===== src/rtl/nurn_pkg.sv =====
// Shared types and encodings for the neuron-core sequencer.
// Holds the state enum, status-field codes and data-path select codes.
package nurn_pkg;

  typedef enum logic [3:0] {
    IDLE,
    R_INIT,
    R_BIAS,
    R_AXON,
    R_LAST,
    R_TH,
    R_WB,
    R_WBH,
    L_AXON,
    L_DRAIN,
    L_BRD,
    L_BWR
  } state_t;

  localparam logic [1:0] FLD_BIAS = 2'd0;
  localparam logic [1:0] FLD_POT  = 2'd1;
  localparam logic [1:0] FLD_HIST = 2'd2;

  localparam logic [1:0] SEL_ADD_W    = 2'd0;
  localparam logic [1:0] SEL_ADD_BIAS = 2'd1;
  localparam logic [1:0] SEL_ADD_POT  = 2'd2;

  localparam logic [1:0] SEL_WB_POT  = 2'd0;
  localparam logic [1:0] SEL_WB_BIAS = 2'd2;
  localparam logic [1:0] SEL_WB_HIST = 2'd3;

  // Every registered strobe, enable and select of the sequencer.
  typedef struct packed {
    logic       rst_acc;
    logic       acc_en;
    logic       cmp_th;
    logic       buff_memb_pot;
    logic       updt_post_spk_hist;
    logic       add_lrn_rt;
    logic       en_quant;
    logic       cmp_stdp;
    logic       buff_bias;
    logic       lrn_use_bias;
    logic [1:0] sel_rcl_add_b;
    logic [1:0] sel_wr_back_stat_b;
    logic       rd_cfg_a;
    logic       rd_cfg_b;
    logic       rd_cfg_c;
    logic       rd_stat_a;
    logic       wr_stat_b;
    logic       rd_stat_c;
    logic       wr_stat_d;
    logic       rd_stat_e;
    logic       rd_stat_f;
    logic       wr_stat_g;
  } ctl_t;

endpackage


===== src/rtl/nurn_axon_cnt.sv =====
// Nested neuron/axon index counter with wrap and last-index flags.
// Exposes next-cycle indices so the sequencer can register addresses in step with its state.
module nurn_axon_cnt #(
  parameter int NUM_NURNS = 2,
  parameter int NUM_AXONS = 2,
  parameter int NW        = 1,
  parameter int AW        = 1
) (
  input  logic          clk_i,
  input  logic          rst_n_i,
  input  logic          clr_i,
  input  logic          axon_step_i,
  input  logic          nurn_step_i,
  output logic [NW-1:0] nurn_nxt_o,
  output logic [AW-1:0] axon_nxt_o,
  output logic          nurn_last_o,
  output logic          axon_last_o
);

  localparam logic [NW-1:0] NURN_LAST = NW'(NUM_NURNS - 1);
  localparam logic [AW-1:0] AXON_LAST = AW'(NUM_AXONS - 1);

  logic [NW-1:0] nurn_q, nurn_d;
  logic [AW-1:0] axon_q, axon_d;

  assign nurn_last_o = (nurn_q == NURN_LAST);
  assign axon_last_o = (axon_q == AXON_LAST);

  always_comb begin
    nurn_d = nurn_q;
    axon_d = axon_q;
    if (clr_i) begin
      nurn_d = '0;
      axon_d = '0;
    end else begin
      if (axon_step_i) axon_d = axon_last_o ? '0 : axon_q + AW'(1);
      if (nurn_step_i) nurn_d = nurn_last_o ? '0 : nurn_q + NW'(1);
    end
  end

  assign nurn_nxt_o = nurn_d;
  assign axon_nxt_o = axon_d;

  always_ff @(posedge clk_i) begin
    if (!rst_n_i) begin
      nurn_q <= '0;
      axon_q <= '0;
    end else begin
      nurn_q <= nurn_d;
      axon_q <= axon_d;
    end
  end

endmodule


===== src/rtl/nurn_ctrlr.sv =====
// Neuron-core sequencer: per start pulse, recall then (NURN_CTRLR_LEARNING_EN) learning for every neuron.
// All outputs registered and decoded from the next state; no backpressure, start is ignored while busy.
module nurn_ctrlr
  import nurn_pkg::*;
#(
  parameter int NUM_NURNS          = 2,
  parameter int NUM_AXONS          = 2,
  parameter int NURN_CNT_BIT_WIDTH = 1,
  parameter int AXON_CNT_BIT_WIDTH = 1
) (
  input  logic                                         clk_i,
  input  logic                                         rst_n_i,
  input  logic                                         start_i,
  output logic                                         rstAcc_o,
  output logic                                         accEn_o,
  output logic                                         cmp_th_o,
  output logic                                         buffMembPot_o,
  output logic                                         updtPostSpkHist_o,
  output logic                                         addLrnRt_o,
  output logic                                         enQuant_o,
  output logic                                         cmpSTDP_o,
  output logic                                         buffBias_o,
  output logic                                         lrnUseBias_o,
  output logic [1:0]                                   sel_rclAdd_B_o,
  output logic [1:0]                                   sel_wrBackStat_B_o,
  input  logic                                         biasLrnMode_i,
  input  logic                                         NurnType_i,
  input  logic                                         axonLrnMode_i,
  output logic [NURN_CNT_BIT_WIDTH-1:0]                    Addr_Config_A_o,
  output logic                                         rdEn_Config_A_o,
  output logic [NURN_CNT_BIT_WIDTH-1:0]                    Addr_Config_B_o,
  output logic                                         rdEn_Config_B_o,
  output logic [NURN_CNT_BIT_WIDTH+AXON_CNT_BIT_WIDTH-1:0] Addr_Config_C_o,
  output logic                                         rdEn_Config_C_o,
  output logic [NURN_CNT_BIT_WIDTH+1:0]                    Addr_StatRd_A_o,
  output logic                                         rdEn_StatRd_A_o,
  output logic [NURN_CNT_BIT_WIDTH+1:0]                    Addr_StatWr_B_o,
  output logic                                         wrEn_StatWr_B_o,
  output logic [NURN_CNT_BIT_WIDTH+AXON_CNT_BIT_WIDTH-1:0] Addr_StatRd_C_o,
  output logic                                         rdEn_StatRd_C_o,
  output logic [NURN_CNT_BIT_WIDTH+AXON_CNT_BIT_WIDTH-1:0] Addr_StatWr_D_o,
  output logic                                         wrEn_StatWr_D_o,
  output logic [NURN_CNT_BIT_WIDTH+AXON_CNT_BIT_WIDTH-1:0] Addr_StatRd_E_o,
  output logic                                         rdEn_StatRd_E_o,
  output logic [NURN_CNT_BIT_WIDTH+AXON_CNT_BIT_WIDTH-1:0] Addr_StatRd_F_o,
  output logic                                         rdEn_StatRd_F_o,
  output logic [NURN_CNT_BIT_WIDTH+AXON_CNT_BIT_WIDTH-1:0] Addr_StatWr_G_o,
  output logic                                         wrEn_StatWr_G_o
);

  localparam int NW = NURN_CNT_BIT_WIDTH;
  localparam int AW = AXON_CNT_BIT_WIDTH;

  state_t           state_q, state_d;
  ctl_t             ctl_q, ctl_d;
  logic [NW-1:0]    cfg_addr_q, cfg_addr_d;
  logic [NW+1:0]    stat_a_addr_q, stat_a_addr_d;
  logic [NW+1:0]    stat_b_addr_q, stat_b_addr_d;
  logic [NW+AW-1:0] stat_e_addr_q, stat_e_addr_d;
  logic [NW+AW-1:0] lrn_rd_addr_q, lrn_rd_addr_d;
  logic [NW+AW-1:0] lrn_wr_addr_q, lrn_wr_addr_d;
  logic             bias_lrn_q, bias_lrn_d;
  logic             lrn_write;

  logic             cnt_clr, axon_step, nurn_step;
  logic [NW-1:0]    nurn_nxt;
  logic [AW-1:0]    axon_nxt;
  logic             nurn_last, axon_last;
  logic             unused_in;

  nurn_axon_cnt #(
    .NUM_NURNS (NUM_NURNS),
    .NUM_AXONS (NUM_AXONS),
    .NW        (NW),
    .AW        (AW)
  ) u_cnt (
    .clk_i       (clk_i),
    .rst_n_i     (rst_n_i),
    .clr_i       (cnt_clr),
    .axon_step_i (axon_step),
    .nurn_step_i (nurn_step),
    .nurn_nxt_o  (nurn_nxt),
    .axon_nxt_o  (axon_nxt),
    .nurn_last_o (nurn_last),
    .axon_last_o (axon_last)
  );

  always_comb begin
    state_d    = state_q;
    cnt_clr    = 1'b0;
    axon_step  = 1'b0;
    nurn_step  = 1'b0;
    bias_lrn_d = bias_lrn_q;
    case (state_q)
      IDLE: begin
        if (start_i) begin
          state_d = R_INIT;
          cnt_clr = 1'b1;
        end
      end
      R_INIT: state_d = R_BIAS;
      R_BIAS: begin
        state_d = R_AXON;
`ifdef NURN_CTRLR_LEARNING_EN
        // Config A read issued in R_INIT is valid now.
        bias_lrn_d = biasLrnMode_i;
`endif
      end
      R_AXON: begin
        axon_step = 1'b1;
        if (axon_last) state_d = R_LAST;
      end
      R_LAST: state_d = R_TH;
      R_TH:   state_d = R_WB;
      R_WB:   state_d = R_WBH;
`ifdef NURN_CTRLR_LEARNING_EN
      R_WBH: state_d = L_AXON;
      L_AXON: begin
        axon_step = 1'b1;
        if (axon_last) state_d = L_DRAIN;
      end
      L_DRAIN: state_d = L_BRD;
      L_BRD:   state_d = L_BWR;
      L_BWR: begin
        nurn_step = 1'b1;
        state_d   = nurn_last ? IDLE : R_INIT;
      end
`else
      R_WBH: begin
        nurn_step = 1'b1;
        state_d   = nurn_last ? IDLE : R_INIT;
      end
`endif
      default: state_d = IDLE;
    endcase
  end

  always_comb begin
    ctl_d                    = '0;
    ctl_d.sel_rcl_add_b      = ctl_q.sel_rcl_add_b;
    ctl_d.sel_wr_back_stat_b = ctl_q.sel_wr_back_stat_b;
    cfg_addr_d               = cfg_addr_q;
    stat_a_addr_d            = stat_a_addr_q;
    stat_b_addr_d            = stat_b_addr_q;
    stat_e_addr_d            = stat_e_addr_q;
    lrn_rd_addr_d            = lrn_rd_addr_q;
    lrn_wr_addr_d            = lrn_wr_addr_q;
    lrn_write                = 1'b0;
    case (state_d)
      R_INIT: begin
        ctl_d.rst_acc   = 1'b1;
        ctl_d.rd_cfg_a  = 1'b1;
        ctl_d.rd_cfg_b  = 1'b1;
        cfg_addr_d      = nurn_nxt;
        ctl_d.rd_stat_a = 1'b1;
        stat_a_addr_d   = {nurn_nxt, FLD_BIAS};
      end
      R_BIAS: begin
        ctl_d.acc_en        = 1'b1;
        ctl_d.sel_rcl_add_b = SEL_ADD_BIAS;
        ctl_d.buff_bias     = 1'b1;
        ctl_d.rd_stat_a     = 1'b1;
        stat_a_addr_d       = {nurn_nxt, FLD_POT};
      end
      R_AXON: begin
        ctl_d.rd_stat_e     = 1'b1;
        stat_e_addr_d       = {nurn_nxt, axon_nxt};
        ctl_d.acc_en        = 1'b1;
        // Potential read in R_BIAS lands in the first axon cycle.
        ctl_d.sel_rcl_add_b = (axon_nxt == '0) ? SEL_ADD_POT : SEL_ADD_W;
      end
      R_LAST: begin
        ctl_d.acc_en        = 1'b1;
        ctl_d.sel_rcl_add_b = SEL_ADD_W;
      end
      R_TH: begin
        ctl_d.cmp_th        = 1'b1;
        ctl_d.buff_memb_pot = 1'b1;
      end
      R_WB: begin
        ctl_d.wr_stat_b          = 1'b1;
        stat_b_addr_d            = {nurn_nxt, FLD_POT};
        ctl_d.sel_wr_back_stat_b = SEL_WB_POT;
        ctl_d.rd_stat_a          = 1'b1;
        stat_a_addr_d            = {nurn_nxt, FLD_HIST};
      end
      R_WBH: begin
        ctl_d.updt_post_spk_hist = 1'b1;
        ctl_d.wr_stat_b          = 1'b1;
        stat_b_addr_d            = {nurn_nxt, FLD_HIST};
        ctl_d.sel_wr_back_stat_b = SEL_WB_HIST;
      end
`ifdef NURN_CTRLR_LEARNING_EN
      L_AXON: begin
        ctl_d.rd_cfg_c  = 1'b1;
        ctl_d.rd_stat_c = 1'b1;
        ctl_d.rd_stat_f = 1'b1;
        lrn_rd_addr_d   = {nurn_nxt, axon_nxt};
        lrn_write       = (axon_nxt != '0);
      end
      L_DRAIN: lrn_write = 1'b1;
      L_BRD: begin
        if (bias_lrn_q) begin
          ctl_d.rd_stat_a    = 1'b1;
          stat_a_addr_d      = {nurn_nxt, FLD_BIAS};
          ctl_d.lrn_use_bias = 1'b1;
        end
      end
      L_BWR: begin
        if (bias_lrn_q) begin
          ctl_d.wr_stat_b          = 1'b1;
          stat_b_addr_d            = {nurn_nxt, FLD_BIAS};
          ctl_d.sel_wr_back_stat_b = SEL_WB_BIAS;
          ctl_d.lrn_use_bias       = 1'b1;
        end
      end
`endif
      default: ;
    endcase
    // Write-back trails the read by one cycle, at the address read last cycle.
    if (lrn_write) begin
      ctl_d.cmp_stdp   = 1'b1;
      ctl_d.add_lrn_rt = 1'b1;
      ctl_d.en_quant   = 1'b1;
      ctl_d.wr_stat_d  = 1'b1;
      ctl_d.wr_stat_g  = 1'b1;
      lrn_wr_addr_d    = lrn_rd_addr_q;
    end
  end

  always_ff @(posedge clk_i) begin
    if (!rst_n_i) begin
      state_q       <= IDLE;
      ctl_q         <= '0;
      cfg_addr_q    <= '0;
      stat_a_addr_q <= '0;
      stat_b_addr_q <= '0;
      stat_e_addr_q <= '0;
      lrn_rd_addr_q <= '0;
      lrn_wr_addr_q <= '0;
      bias_lrn_q    <= 1'b0;
    end else begin
      state_q       <= state_d;
      ctl_q         <= ctl_d;
      cfg_addr_q    <= cfg_addr_d;
      stat_a_addr_q <= stat_a_addr_d;
      stat_b_addr_q <= stat_b_addr_d;
      stat_e_addr_q <= stat_e_addr_d;
      lrn_rd_addr_q <= lrn_rd_addr_d;
      lrn_wr_addr_q <= lrn_wr_addr_d;
      bias_lrn_q    <= bias_lrn_d;
    end
  end

`ifdef NURN_CTRLR_LEARNING_EN
  assign unused_in = ^{NurnType_i, axonLrnMode_i};
`else
  assign unused_in = ^{NurnType_i, axonLrnMode_i, biasLrnMode_i, bias_lrn_q};
`endif

  assign rstAcc_o           = ctl_q.rst_acc;
  assign accEn_o            = ctl_q.acc_en;
  assign cmp_th_o           = ctl_q.cmp_th;
  assign buffMembPot_o      = ctl_q.buff_memb_pot;
  assign updtPostSpkHist_o  = ctl_q.updt_post_spk_hist;
  assign addLrnRt_o         = ctl_q.add_lrn_rt;
  assign enQuant_o          = ctl_q.en_quant;
  assign cmpSTDP_o          = ctl_q.cmp_stdp;
  assign buffBias_o         = ctl_q.buff_bias;
  assign lrnUseBias_o       = ctl_q.lrn_use_bias;
  assign sel_rclAdd_B_o     = ctl_q.sel_rcl_add_b;
  assign sel_wrBackStat_B_o = ctl_q.sel_wr_back_stat_b;

  assign Addr_Config_A_o = cfg_addr_q;
  assign rdEn_Config_A_o = ctl_q.rd_cfg_a;
  assign Addr_Config_B_o = cfg_addr_q;
  assign rdEn_Config_B_o = ctl_q.rd_cfg_b;
  assign Addr_Config_C_o = lrn_rd_addr_q;
  assign rdEn_Config_C_o = ctl_q.rd_cfg_c;
  assign Addr_StatRd_A_o = stat_a_addr_q;
  assign rdEn_StatRd_A_o = ctl_q.rd_stat_a;
  assign Addr_StatWr_B_o = stat_b_addr_q;
  assign wrEn_StatWr_B_o = ctl_q.wr_stat_b;
  assign Addr_StatRd_C_o = lrn_rd_addr_q;
  assign rdEn_StatRd_C_o = ctl_q.rd_stat_c;
  assign Addr_StatWr_D_o = lrn_wr_addr_q;
  assign wrEn_StatWr_D_o = ctl_q.wr_stat_d;
  assign Addr_StatRd_E_o = stat_e_addr_q;
  assign rdEn_StatRd_E_o = ctl_q.rd_stat_e;
  assign Addr_StatRd_F_o = lrn_rd_addr_q;
  assign rdEn_StatRd_F_o = ctl_q.rd_stat_f;
  assign Addr_StatWr_G_o = lrn_wr_addr_q;
  assign wrEn_StatWr_G_o = ctl_q.wr_stat_g;

endmodule


===== config.mk =====
export PLATFORM = sky130hd
export DESIGN_NAME = nurn_ctrlr
export DESIGN_NICKNAME = d
export VERILOG_FILES = /design/src/rtl/nurn_pkg.sv /design/src/rtl/nurn_axon_cnt.sv /design/src/rtl/nurn_ctrlr.sv
export SDC_FILE = /design/constraint.sdc
export NUM_CORES = 1
export LEC_CHECK = 0
export ABC_CLOCK_PERIOD_IN_PS = 3900
export CORE_ASPECT_RATIO = 1.4
export CORE_MARGIN = 8
export CORE_UTILIZATION = 48
export CTS_BUF_LIST = sky130_fd_sc_hd__clkbuf_8
export DETAILED_ROUTE_END_ITERATION = 8
export PLACE_DENSITY = 0.87
export SYNTH_ARGS = -nofsm -noshare
export SYNTH_HDL_FRONTEND = slang
export SYNTH_SLANG_ARGS = --single-unit

===== constraint.sdc =====
create_clock -name clk_i -period 3.9 [get_ports clk_i]
set_input_delay 0.975 -clock clk_i [delete_from_list [all_inputs] [get_ports clk_i]]
set_output_delay 0.975 -clock clk_i [all_outputs]
set_load 0.005 [all_outputs]

io_placement.png
Drawn at 6 px/um. Pins as bars across the die edge, other pins in gray.
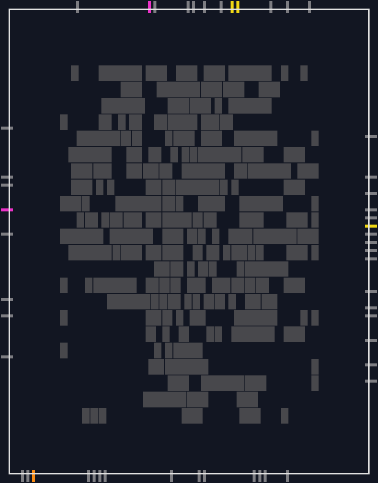
| color | port | pins | direction | edge |
|---|---|---|---|---|
| magenta | Addr_StatRd_E_o | 2 | output | 1 left, 1 top |
| yellow | Addr_StatRd_A_o | 3 | output | 2 top, 1 right |
| orange | biasLrnMode_i | 1 | input | bottom |
PortBufs: 27
Die Span X: 59.7 um
DIE HEIGHT: 77.2 um

placement.png
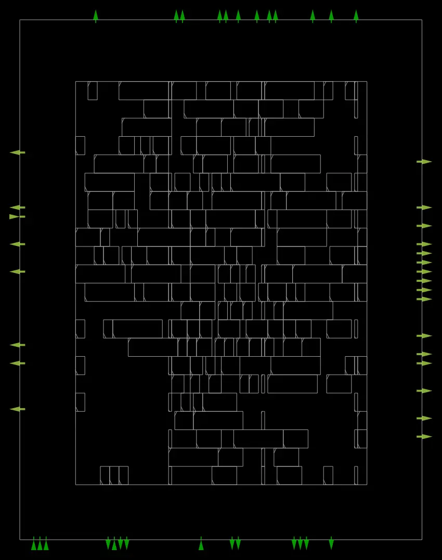
tap cells: 36
flip-flop and latch count: 25
Core ar.: 0.00259 mm^2

==> impl_metrics.env <==
# source this file to load flow results
export IMPL_whs_path_depth=2
export IMPL_syn_to_final_growth_pct=16.2
export IMPL_power_mw=0.459
export IMPL_post_cts_buffers=0
export IMPL_layout_top_cells="27 x clkdlybuf4s50_1, 25 x dfxtp_1, 20 x conb_1, 15 x nand2_1, 14 x nor2_1"
export IMPL_slew_headroom_pct=56.8
export IMPL_leakage_nw=0.600
export IMPL_met2_usage_pct=19.0
export IMPL_cp_end_kind="flip-flop"
export IMPL_irDropWorstVdd_uv=161
export IMPL_hold_worst_slack_ps=473
export IMPL_fin_ws_ps=1640
export IMPL_cts_reportedPaths_clkPinSlew_ps=90
export IMPL_cpPeakStageDelay_ps=880
export IMPL_cts_max_path_buffers=2
export IMPL_r2r_start="state_q[2]"
export IMPL_ys_types=39
export IMPL_dp_final_hpwl_um=1930
export IMPL_worstSkewPairLatency_ps=270
export IMPL_cts_hold_buf=0
export IMPL_reg2reg_slack_ps=1710
export IMPL_yosysCellCount=150
export IMPL_critPathBufInv=1
export IMPL_final_area_mm2=0.00149
export IMPL_cts_resized=0
export IMPL_register_area_um2=500
export IMPL_warning_count=29
export IMPL_nFillCells=243
export IMPL_required_ps=4090
export IMPL_clkbuf_count=3
export IMPL_setup_tns_final_ps=0
export IMPL_sh_comb_area_pct=40.7
export IMPL_top_area_cell="dfxtp_1"
export IMPL_synth_warnings=0
export IMPL_max_freq_mhz=442
export IMPL_buffer_area_share_pct=18.1
export IMPL_crit_fanout=22
export IMPL_final_antenna_net_count=0
export IMPL_synth_area_top_cells="dfxtp_1 39%, buf_4 15%, nand2_1 4.4%"
export IMPL_worst_pin_slew_ps=646
export IMPL_async_reset_ff_share_pct=0
export IMPL_grt_antenna_before_repair=0
export IMPL_clock_sinks=25
export IMPL_hold_path_startpoint="Addr_StatRd_E_o[1]"
export IMPL_seq_area_share_pct=33.6
export IMPL_dp_slack_ps=1350
export IMPL_slew_viol_final=0
export IMPL_most_common_cell="buf_4"
export IMPL_status="finished, final reports clean"
export IMPL_wl_met1_um=956
export IMPL_dominantRegCellSynth="dfxtp_1"
export IMPL_top_layer="met4"
export IMPL_rows=22
export IMPL_clock_area_share_pct=3.27
export IMPL_crit_start="rst_n_i"
export IMPL_nets=176
export IMPL_fin_util_pct=57.6
export IMPL_netlist_area_leader_share_pct=39.0
export IMPL_comb_cells=107
export IMPL_met3_length_um=169
export IMPL_syn_inst=150
export IMPL_cap_viol_max_count=0
export IMPL_vias=1017
export IMPL_io_pins=50
export IMPL_critPathKind="in -> reg"
wires.png
Drawn at 4 px/um. Two of the layers only.
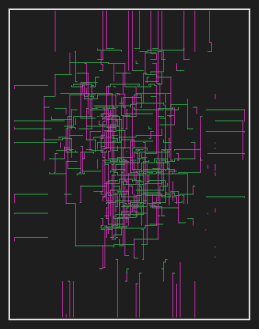
| color | layer | wire length |
|---|---|---|
| magenta | metal 2 | 1260 um |
| green | metal 1 | 956 um |
WL/cell: 12.1 um
Total Wirelength: 2470 um

## report_power, final
| group | internal, mW | total [mW] | switching [mW] |
|---|---|---|---|
| Combinational | 0.0186 | 0.0402 | 0.0215 |
| Clock | 0.0725 | 0.154 | 0.0818 |
| Sequential | 0.260 | 0.265 | 0.00549 |
| Total | 0.351 | 0.459 | 0.109 |
## worst reg2reg max path, stage by stage, from the launching register on
cell	delay [ps]
dfxtp_1	630
nand2b_1	240
nor2_1	170
ha_1	400
o21ai_0	160
a31oi_1	320
mux2i_1	210
## cell families (layout without fill, tap and decap cells)
family	count (synthesis)	in the layout	synth area share (%)
compound gates	30	30	16.7
xor+xnor	1	1	0.683
fa+ha+maj	1	1	0.975
buf+inv	37	36	19.2
flops	25	25	39.0
mux	2	2	1.56
other cells	1	20	0.292
simple gates	53	53	21.6
